$ cat src/rtl/ode_arb_pkg.sv
// Shared types and default sizes for the result-RAM arbiter.
package ode_arb_pkg;

    localparam int ADDRESS_WIDTH_DEF = 13;
    localparam int DATA_WIDTH_DEF    = 64;
    localparam int FIFO_DEPTH_DEF    = 4;
    localparam int STAT_WIDTH        = 16;

    // CORE: core owns the read ports; DRAIN: flushing core writes before a
    // results send; SEND: the IO results sender owns the read ports.
    typedef enum logic [1:0] {
        ST_CORE  = 2'd0,
        ST_DRAIN = 2'd1,
        ST_SEND  = 2'd2
    } arb_state_e;

    // One buffered core write at the default widths.
    typedef struct packed {
        logic [ADDRESS_WIDTH_DEF-1:0] addr;
        logic [DATA_WIDTH_DEF-1:0]    data;
    } wr_entry_t;

endpackage

$ cat src/rtl/ode_wr_fifo.sv
// Core write buffer: synchronous FIFO with an occupancy counter and a
// parallel address compare over all valid entries (read-after-write check).
module ode_wr_fifo
    import ode_arb_pkg::*;
#(
    parameter int  DEPTH   = FIFO_DEPTH_DEF,
    parameter int  AW      = ADDRESS_WIDTH_DEF,
    parameter type entry_t = wr_entry_t
) (
    input  logic          clk,
    input  logic          rst,
    input  logic          push,
    input  entry_t        push_entry,
    input  logic          pop,
    output entry_t        head,
    output logic          full,
    output logic          empty,
    input  logic [AW-1:0] match_addr_a,
    input  logic [AW-1:0] match_addr_b,
    output logic          match
);

    localparam int PW = $clog2(DEPTH);
    localparam int CW = PW + 1;

    entry_t        mem [DEPTH];
    logic [PW-1:0] wr_ptr;
    logic [PW-1:0] rd_ptr;
    logic [CW-1:0] count;
    logic [PW-1:0] offs;
    logic          do_push;
    logic          do_pop;

    // A push into a full FIFO is only taken when the head leaves this cycle.
    assign do_pop  = pop && !empty;
    assign do_push = push && (!full || do_pop);
    assign empty   = (count == '0);
    assign full    = (count == CW'(DEPTH));
    assign head    = mem[rd_ptr];

    // Entry storage; contents need no reset because count gates validity.
    always_ff @(posedge clk) begin
        if (do_push) begin
            mem[wr_ptr] <= push_entry;
        end
    end

    // Pointers wrap naturally (DEPTH is a power of two); count decides full/empty.
    always_ff @(posedge clk) begin
        if (rst) begin
            wr_ptr <= '0;
            rd_ptr <= '0;
            count  <= '0;
        end else begin
            if (do_push) wr_ptr <= wr_ptr + 1'b1;
            if (do_pop)  rd_ptr <= rd_ptr + 1'b1;
            count <= count + CW'(do_push) - CW'(do_pop);
        end
    end

    // An entry is valid when its distance from the read pointer is below count.
    always_comb begin
        match = 1'b0;
        offs  = '0;
        for (int i = 0; i < DEPTH; i++) begin
            offs = PW'(i) - rd_ptr;
            if ((CW'(offs) < count) &&
                ((mem[i].addr == match_addr_a) || (mem[i].addr == match_addr_b))) begin
                match = 1'b1;
            end
        end
    end

endmodule

$ cat src/rtl/ode_ram_arbiter.sv
// Result-RAM arbiter: merges IO and core writes onto the single write port
// and hands the two read ports to the core or the IO sender by phase.
// Optional build macro ARB_STATS_EN adds saturating stall/collision counters.
//
// Handshake: core writes transfer on core_wr_valid && core_wr_ready; core
// reads transfer on core_rd_valid && core_rd_ready. The core holds valid and
// its address/data stable until ready; ready never depends on a later cycle.
module ode_ram_arbiter
    import ode_arb_pkg::*;
#(
    parameter int ADDRESS_WIDTH = ADDRESS_WIDTH_DEF,
    parameter int DATA_WIDTH    = DATA_WIDTH_DEF,
    parameter int FIFO_DEPTH    = FIFO_DEPTH_DEF
) (
    input  logic                     CLK,
    input  logic                     RST,
    input  logic                     io_wr_en,
    input  logic [ADDRESS_WIDTH-1:0] io_wr_addr,
    input  logic [DATA_WIDTH-1:0]    io_wr_data,
    input  logic                     io_send_req,
    input  logic                     io_send_done,
    output logic                     io_send_grant,
    input  logic [ADDRESS_WIDTH-1:0] io_rd_addr_a,
    input  logic [ADDRESS_WIDTH-1:0] io_rd_addr_b,
    input  logic                     core_wr_valid,
    output logic                     core_wr_ready,
    input  logic [ADDRESS_WIDTH-1:0] core_wr_addr,
    input  logic [DATA_WIDTH-1:0]    core_wr_data,
    input  logic                     core_rd_valid,
    output logic                     core_rd_ready,
    input  logic [ADDRESS_WIDTH-1:0] core_rd_addr_a,
    input  logic [ADDRESS_WIDTH-1:0] core_rd_addr_b,
    output logic                     core_rd_data_valid,
    output logic                     ram_wr_en,
    output logic [ADDRESS_WIDTH-1:0] ram_wr_addr,
    output logic [DATA_WIDTH-1:0]    ram_wr_data,
    output logic [ADDRESS_WIDTH-1:0] ram_rd_addr_a,
    output logic [ADDRESS_WIDTH-1:0] ram_rd_addr_b,
`ifdef ARB_STATS_EN
    output logic [STAT_WIDTH-1:0]    stall_cycles,
    output logic [STAT_WIDTH-1:0]    collision_cycles,
`endif
    output arb_state_e               dbg_state
);

    typedef struct packed {
        logic [ADDRESS_WIDTH-1:0] addr;
        logic [DATA_WIDTH-1:0]    data;
    } entry_t;

    arb_state_e state;
    arb_state_e state_next;
    entry_t     push_entry;
    entry_t     head;
    logic       fifo_full;
    logic       fifo_empty;
    logic       fifo_match;
    logic       fifo_push;
    logic       fifo_pop;
    logic       hazard;
    logic       rd_valid_q;

    // IO always wins the write port, so the FIFO head only drains on IO-idle cycles.
    assign fifo_pop      = !RST && !io_wr_en && !fifo_empty;
    assign core_wr_ready = !RST && (!fifo_full || fifo_pop);
    assign fifo_push     = core_wr_valid && core_wr_ready;
    assign push_entry    = '{addr: core_wr_addr, data: core_wr_data};

    ode_wr_fifo #(
        .DEPTH   (FIFO_DEPTH),
        .AW      (ADDRESS_WIDTH),
        .entry_t (entry_t)
    ) u_wr_fifo (
        .clk          (CLK),
        .rst          (RST),
        .push         (fifo_push),
        .push_entry   (push_entry),
        .pop          (fifo_pop),
        .head         (head),
        .full         (fifo_full),
        .empty        (fifo_empty),
        .match_addr_a (core_rd_addr_a),
        .match_addr_b (core_rd_addr_b),
        .match        (fifo_match)
    );

    // Write-port mux: IO pass-through first, else the FIFO head; silent in reset.
    always_comb begin
        ram_wr_en   = 1'b0;
        ram_wr_addr = '0;
        ram_wr_data = '0;
        if (!RST) begin
            if (io_wr_en) begin
                ram_wr_en   = 1'b1;
                ram_wr_addr = io_wr_addr;
                ram_wr_data = io_wr_data;
            end else if (!fifo_empty) begin
                ram_wr_en   = 1'b1;
                ram_wr_addr = head.addr;
                ram_wr_data = head.data;
            end
        end
    end

    // A read must not overtake a pending write or the write landing this cycle.
    assign hazard = fifo_match ||
                    (ram_wr_en && ((ram_wr_addr == core_rd_addr_a) ||
                                   (ram_wr_addr == core_rd_addr_b)));
    assign core_rd_ready = !RST && (state == ST_CORE) && core_rd_valid && !hazard;

    // Read-port mux: IO addresses in SEND, otherwise the core's (zero when idle).
    always_comb begin
        ram_rd_addr_a = '0;
        ram_rd_addr_b = '0;
        if (!RST) begin
            if (state == ST_SEND) begin
                ram_rd_addr_a = io_rd_addr_a;
                ram_rd_addr_b = io_rd_addr_b;
            end else if (core_rd_valid) begin
                ram_rd_addr_a = core_rd_addr_a;
                ram_rd_addr_b = core_rd_addr_b;
            end
        end
    end

    assign io_send_grant      = !RST && (state == ST_SEND);
    assign core_rd_data_valid = !RST && rd_valid_q;
    assign dbg_state          = state;

    // Phase next-state: a send request always spends at least one cycle in DRAIN.
    always_comb begin
        state_next = state;
        case (state)
            ST_CORE:  if (io_send_req)  state_next = ST_DRAIN;
            ST_DRAIN: if (fifo_empty)   state_next = ST_SEND;
            ST_SEND:  if (io_send_done) state_next = ST_CORE;
            default:                    state_next = ST_CORE;
        endcase
    end

    // Phase register and the one-cycle read-latency tag for core read data.
    always_ff @(posedge CLK) begin
        if (RST) begin
            state      <= ST_CORE;
            rd_valid_q <= 1'b0;
        end else begin
            state      <= state_next;
            rd_valid_q <= core_rd_ready;
        end
    end

`ifdef ARB_STATS_EN
    // Saturating counters of core write stalls and IO-deferred FIFO pops.
    always_ff @(posedge CLK) begin
        if (RST) begin
            stall_cycles     <= '0;
            collision_cycles <= '0;
        end else begin
            if (core_wr_valid && !core_wr_ready && (stall_cycles != '1))
                stall_cycles <= stall_cycles + 1'b1;
            if (io_wr_en && !fifo_empty && (collision_cycles != '1))
                collision_cycles <= collision_cycles + 1'b1;
        end
    end
`endif

endmodule

$ cat config.mk
export PLATFORM = sky130hd
export DESIGN_NAME = ode_ram_arbiter
export DESIGN_NICKNAME = d
export VERILOG_FILES = /design/src/rtl/ode_arb_pkg.sv /design/src/rtl/ode_wr_fifo.sv /design/src/rtl/ode_ram_arbiter.sv
export SDC_FILE = /design/constraint.sdc
export NUM_CORES = 1
export LEC_CHECK = 0
export CAP_MARGIN = 20
export CORE_MARGIN = 2
export CORE_UTILIZATION = 55
export DETAILED_ROUTE_END_ITERATION = 10
export GPL_ROUTABILITY_DRIVEN = 0
export GPL_TIMING_DRIVEN = 0
export PLACE_DENSITY = 0.89
export SLEW_MARGIN = 30
export SYNTH_ARGS = -nofsm -noshare
export SYNTH_HDL_FRONTEND = slang
export SYNTH_SLANG_ARGS = --single-unit
$ cat constraint.sdc
create_clock -name CLK -period 5.05 [get_ports CLK]
set_clock_uncertainty 0.05 [all_clocks]
set_input_delay 1.01 -clock CLK [delete_from_list [all_inputs] [get_ports CLK]]
set_output_delay 1.01 -clock CLK [all_outputs]
set_load 0.005 [all_outputs]
layer_met1.png
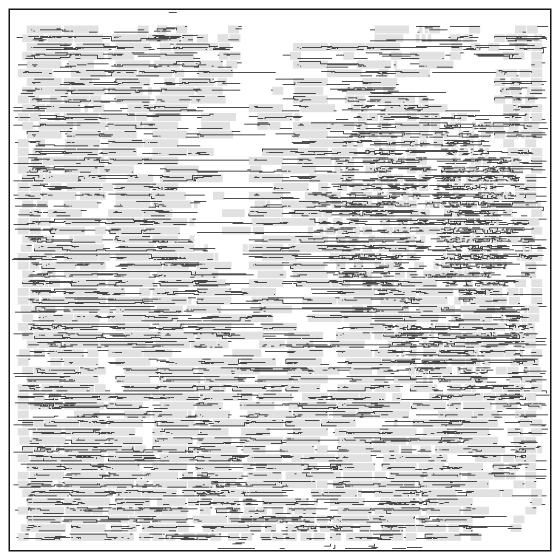
wire length on this layer: 14800 µm
nets with wire on the layer: 1329
Detailed Route WL: 42400 µm
grt met1 use: 36.4%
Vias: 10200

layer_met2.png
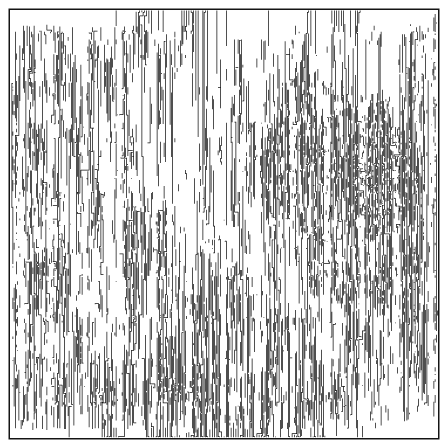
wire length on this layer: 21.4 mm
longest straight run: 75.3 µm
nets with wire on the layer: 1354
main direction: vertical

[logic make-up (layout without fill, tap and decap cells)]
family | count (synthesis) | count (layout) | share of synthesized area, %
flip-flops | 320 | 320 | 64.2
buffers and inverters | 101 | 459 | 2.90
AND-OR/OR-AND | 157 | 157 | 8.46
adder cells (fa/ha/maj) | 11 | 11 | 0.983
other | 0 | 1 | 0
XOR/XNOR | 112 | 112 | 6.64
multiplexers | 78 | 78 | 11.9
AND/OR/NAND/NOR | 142 | 142 | 4.84
[worst max-delay path, cell delays in order]
cell	delay, ps
clkbuf_1	570
xor2_1	140
nor4_1	320
nand3_1	110
o21ai_0	430
o21ai_0	180
and4_1	260
o311a_1	120
clkdlybuf4s50_1	480
[registers in the layout, indices dropped and copies added (netlist names), named ones only]
register	count
u_wr_fifo.mem	308
u_wr_fifo.count	3
u_wr_fifo.wr_ptr	2
u_wr_fifo.rd_ptr	2
rd_valid_q	1
dbg_state	2
[power breakdown]
group	internal (µW)	total, µW	switching (µW)
sequential	3030	3090	59.6
combinational	917	1760	842
clock	1330	2300	968
total	5280	7150	1870
[metrics by stage]
step | power, µW | instance area (µm²) | hold slack [ps] | std cells | setup TNS, ps
after floorplan | 4140 | 14800 | 432 | 921 | 0
after global placement | 4830 | 18100 | 440 | 1551 | -200660
after detailed placement | 4880 | 18300 | 449 | 1556 | -20330
after CTS | 7170 | 19300 | 470 | 1614 | 0
after global routing | 7410 | 19300 | 494 | 1615 | 0
final | 7150 | 19300 | 481 | 1615 | 0
[metal layers]
| metal | part of all wire, % | track usage [%] | routed length, µm |
|---|---|---|---|
| met1 | 35 | 36.4 | 14800 |
| met5 | 0 | 0 | 0 |
| met4 | 4.7 | 13.0 | 2010 |
| met2 | 50 | 52.5 | 21400 |
| met3 | 10 | 6.84 | 4270 |
==> flow_summary.toml <==
# synthesis and place-and-route metrics
[yosys]
synth.largest_area_cell = "edfxtp_1"
fraction_of_synthesis_flops_using_an_asynchronous_set_or_reset_pin_pct = 0
netlist_top_cells_count = "edfxtp_1 (308), a22o_1 (90), mux4_2 (72)"
edf_count = 308
synthDistinctLibCells = 56
mappedNetlistNets = 1145
dominant_flop_cell = "edfxtp_1"
yosys-top-cells-area = "edfxtp_1 (63%), mux4_2 (11%), a22o_1 (5.3%), xor2_1 (3.4%), xnor2_1 (3.2%)"
synth.most_common_cell = "edfxtp_1"
yosys.area.top_type_share_pct = 62.6
netlist_instances = 921
synth.cell_area_um2 = 14800
ys_chip_area_um2 = 14800
synth_warnings = 0
numSynthFlops = 320
ys_cells = 921
yosysSeqAreaShare_pct = 64.2
post_synth.cell_area_avg_um2 = 16.0

[critical_path]
regToRegStartpoint = "u_wr_fifo.count[2]$_SDFF_PP0_"
worst_ep_arrival_time_ps = 3620
critical_path.startpoint_type = "input pin"
end_kind = "output pin"
critical_path_class = "in -> out"
crit_start = "core_rd_addr_a[6]"
rr_endpoint = "u_wr_fifo.count[1]$_SDFF_PP0_"
endpoint = "core_rd_ready"
worst-endpoint-required_ps = 3990
critical_path.max_fanout = 8
worst_r2r_path_depth = 9
regToRegSetupSlack_ps = 2050

[min_path]
min_delay_path_depth = 1
hp-class = "reg -> reg"
hold_start = "dbg_state[1]$_SDFFE_PP0P_"
hold_path_end = "dbg_state[0]$_SDFFE_PP0P_"

[global_routing]
overall_global_routing_resource_usage_pct = 30.1
grt_antenna_before_repair = 1
first_global_vias = 10600
first_pass_grt_wire_length_um = 63600
globalRouteOverflowTotal = 0
maximum_number_of_pins_on_one_net_before_global_route_repair = 45

[sta]
finalSetupViolCount = 0
timing.final.crit_share_pct = 92.7
worst_slew_pin_slew_ps = 800
grt_setup_unrepaired = "no"
max_clock_freq_mhz = 214
report.final.slew_viol_count = 0
timing.slew.headroom_pct = 46.6
final_period_minus_worst_setup_slack_ps = 4680
report.final.hold_viol_count = 0
timing.final.ws_setup_ps = 370

[final_layout]
seq-cell-share_pct = 49.1
layout.filler_cells = 1611
finalCoreUtilization_pct = 73.7
mostFrequentLayoutCell = "edfxtp_1"
register_area_um2 = 9490
clk_share_pct = 5.26
clockBufferCount = 34
multiInputCombCellCount = 500
combGateArea_um2 = 4880
finish.net_count = 1478
seq_cells = 320
area_dominant_class = "registers"
nonclk_inv_count = 32
area_delta_synth_final_pct = 30.8
nonClkBufAreaFrac_pct = 17.6
mostFrequentLayoutCells = "edfxtp_1 (308), clkdlybuf4s50_1 (294), a22o_1 (90)"
num_antenna_cells = 1
final.signal_buffer_count = 369
comb_share_pct = 25.3
final_layout_size_suffix_gt1_share_pct = 12.2

[routing]
number_of_drc_violations_after_detailed_routing = 0
detailedRoute.firstPassIterationCount = 7
post_drt_via_cell_ratio = 6.33
ant_nets = 0
drt-initial-drc-count = 1286
route.detailed.wl_per_inst_um = 26.3

[clock_network]
clkLatencyLatePin_ps = 560
post_cts.resized_instances = 7
cts_made_buffers = 31
htreeDepth = 1
cts.sink_count = 320
cts_tree = "yes"
clockBufferDepth = 3
buffer_count_from_post_cts_setup_fixing = 0
cts-hold-fix-buffers = 0
cts_root_buffer = "clkbuf_16"
cts.reportedPaths.clkPinSlew_ps = 60

[pwr]
cellPowerDensity_nw_per_um2 = 370
worst_ir_drop_vdd_v = 0.000321
power_leakage_uw = 0.00647

[die]
num_tap_cells = 335
die_w_um = 168
placeable_core_region_um2 = 26200
die-height_um = 168
total_die_size_um2 = 28200
io_pins = 323
core.rowCount = 59
floorplan.initialDensity_pct = 56.4

[placed_design]
post-dp-hpwl_um = 29800
buffer_ports.inserted = 295
dp_slack_ps = -571

[run_status]
run_status = "finished clean"

[job]
timing.max_cap.violations = 0
openroad.warnings = 30
Power is estimated from default activity; no workload was simulated.
